==> config.mk <==
export PLATFORM = sky130hd
export DESIGN_NAME = scan_sequencer_flat
export DESIGN_NICKNAME = d
export VERILOG_FILES = /design/src/rtl/scan_sequencer_pkg.sv /design/src/rtl/scan_sequencer_if.sv /design/src/rtl/scan_addr_ctr.sv /design/src/rtl/scan_sequencer.sv /design/src/flat_wrapper.sv
export SDC_FILE = /design/constraint.sdc
export NUM_CORES = 1
export LEC_CHECK = 0
export CORE_MARGIN = 2
export CORE_UTILIZATION = 25
export CTS_CLUSTER_DIAMETER = 120
export DETAILED_ROUTE_END_ITERATION = 10
export GPL_TIMING_DRIVEN = 0
export PLACE_DENSITY = 0.45
export SLEW_MARGIN = 20
export SYNTH_ARGS = -nofsm -noshare
export SYNTH_HDL_FRONTEND = slang
export SYNTH_HIERARCHICAL = 1
export SYNTH_SLANG_ARGS = --single-unit
==> constraint.sdc <==
create_clock -name clk -period 3.4 [get_ports clk]
set_input_delay 0.51 -clock clk [delete_from_list [all_inputs] [get_ports clk]]
set_output_delay 0.51 -clock clk [all_outputs]
set_load 0.005 [all_outputs]
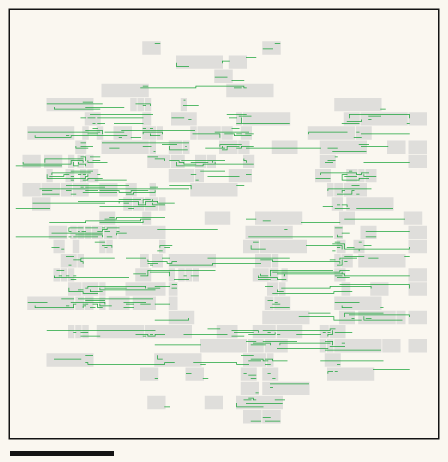
**Above:** met1 routing.
Bar = 20 µm. Cells faint in the background.
wire length on this layer: 1550 µm
share of all routed wire: 44%
main direction: horizontal
grt met1 use: 13.61%
via count: 1226
final WL: 3524 µm

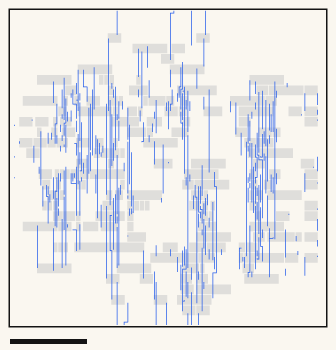
**Above:** signal wires on met2.
Bar = 20 µm. Cells faint in the background.
nets with wire on the layer: 173
share of all routed wire: 50%
longest straight run: 40.8 µm
met2 GRT Util: 19.27%

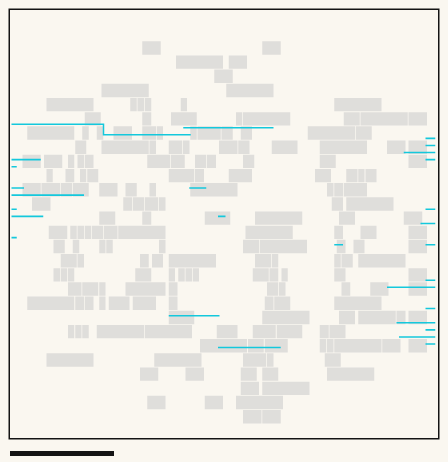
**Above:** M3 wires.
Bar = 20 µm. Cells faint in the background.
main direction: horizontal
share of all routed wire: 4.4%
longest straight run: 17.5 µm
wire length on this layer: 154 µm
nets with wire on the layer: 24
met3 global-route usage: 3.846%

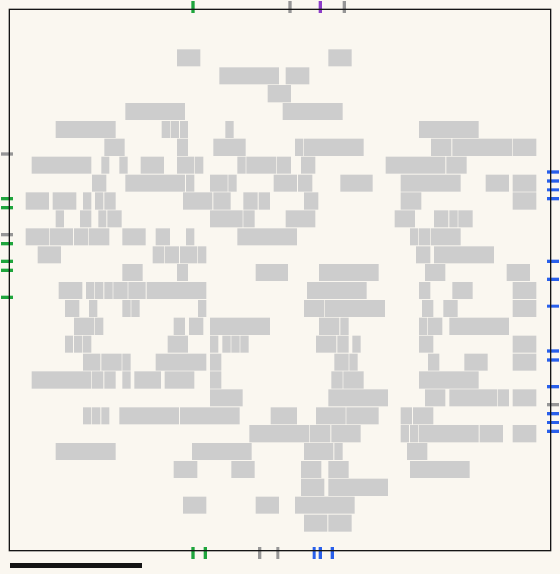
**Above:** ports around the boundary.
Bar = 20 µm. Pins as bars across the die edge, other pins in grey.
| colour | port | pins | direction | edge |
|---|---|---|---|---|
| blue | bus_scan_cnt | 16 | output | 13 east, 3 south |
| green | bus_addr | 9 | output | 6 west, 2 south, 1 north |
| purple | bus_busy | 1 | output | north |
Die Y: 82.08 µm
Die Wd: 82.08 µm

==> reports/qor.csv <==
stage,metric,value,unit
synthesis,top cells by count,"dfrtp_1 (31), nand2_1 (16), xor2_1 (13)",
floorplan,I/O Pins,33,
synthesis,Syn. warnings,6,
place,DP Worst Slack,304.0,ps
grt,GRT Resource Usage Total,11.46,%
detailed_routing,vias per cell,4.524,
clocking,CTS Root Cell,clkbuf_8,
floorplan,Die Size,6736,µm²
place,DP HPWL,2596,µm
place,PortBufs,32,
synthesis,Post-synth EDFFs,0,
synthesis,post-synthesis chip area from yosys,1524,µm²
layout,Post-Layout Cell Count,271,
final_timing,hold slack final,60.07,ps
final_timing,Max Clock Skew,10.16,ps
place,placed cells,265,
layout,layout cell share with drive strength beyond 1,9.184,%
layout,area growth from synthesis to layout,36.62,%
synthesis,post-synthesis async set-or-reset flop share,100.0,%
clocking,H-tree levels,2,
grt,total gr overflow,0,
clocking,clk sinks,31,
synthesis,Seq cells post-synth,31,
synthesis,syn avg cell area,10.51,µm²
power,Worst IR Drop VDD,0.1444,mV
clocking,CTS max path bufs,2,
final_timing,Total Neg Setup Slack,0,ps
setup_path,crit-path max FO,9,
power,power per cell area,434.5,nW/µm²
layout,max reg flops,16,
status,status,finished clean,
detailed_routing,Initial DRC Count,10,
floorplan,# rows,28,
clocking,post-CTS setup buffers,0,
clocking,Hold Buf Count CTS,0,
grt,first-pass GRT wire length,5727,µm
synthesis,Unique cell types,33,
layout,Layout Utilization,35.16,%
floorplan,fp_density,25.74,%
detailed_routing,DRC,0,
synthesis,Area leader share,50.90,%
clocking,"Reg clk slew, reported paths",70,ps
job,Max Cap Viol,0,
place,GPL Wtd Cong,0.7983,
setup_path,critical path data required time,3570,ps
grt,largest net degree at the start of global routing,26,
grt,initial antenna violation count,0,
==> layer usage <==
| metal | vias to the layer above | share of wire (%) |
|---|---|---|
| met1 | 597 | 44 |
| met3 | 6 | 4.4 |
| met5 | - | 0 |
| met2 | 29 | 50 |
| met4 | 0 | 1.5 |
| li1 | 594 | - |
==> critical path: stages, from the launching register on <==
cell	delay [ps]
dfrtp_1	460
ha_1	260
nand3_1	90
nor2_1	110
ha_1	160
nor2b_1	150
mux2i_1	100
or2_2	290
ha_1	200
inv_1	240
a21oi_1	100
and4b_1	280
nand3_1	80
nor4_1	260
==> logic make-up after synthesis <==
| group | synth area share (%) |
|---|---|
| flops | 50.90 |
| xor+xnor | 10.34 |
| fa+ha+maj | 4.105 |
| mux | 2.135 |
| other cells | 0.2461 |
| simple gates | 22.33 |
| compound gates | 7.225 |
| buf+inv | 2.710 |
==> cell type report <==
cell class / instances / area (µm²) / area share [%]
plain buffers: 2 / 11.26 / 0.5409
clock buffers: 6 / 82.58 / 3.966
clock inverters: 1 / 5.005 / 0.2404
inverters: 7 / 26.28 / 1.262
multi-input cells: 116 / 752.0 / 36.12
flip-flops and latches: 31 / 775.7 / 37.26
well taps: 75 / 93.84 / 4.507
repair buffers: 33 / 335.3 / 16.11
==> power by group <==
group	leakage (nW)	switching, mW	internal, mW
Sequential	0.412	0.0477	0.403
Clock	0.0470	0.136	0.159
Combinational	0.482	0.0657	0.0934
Total	0.941	0.250	0.655
Power and IR drop assume default switching activity.
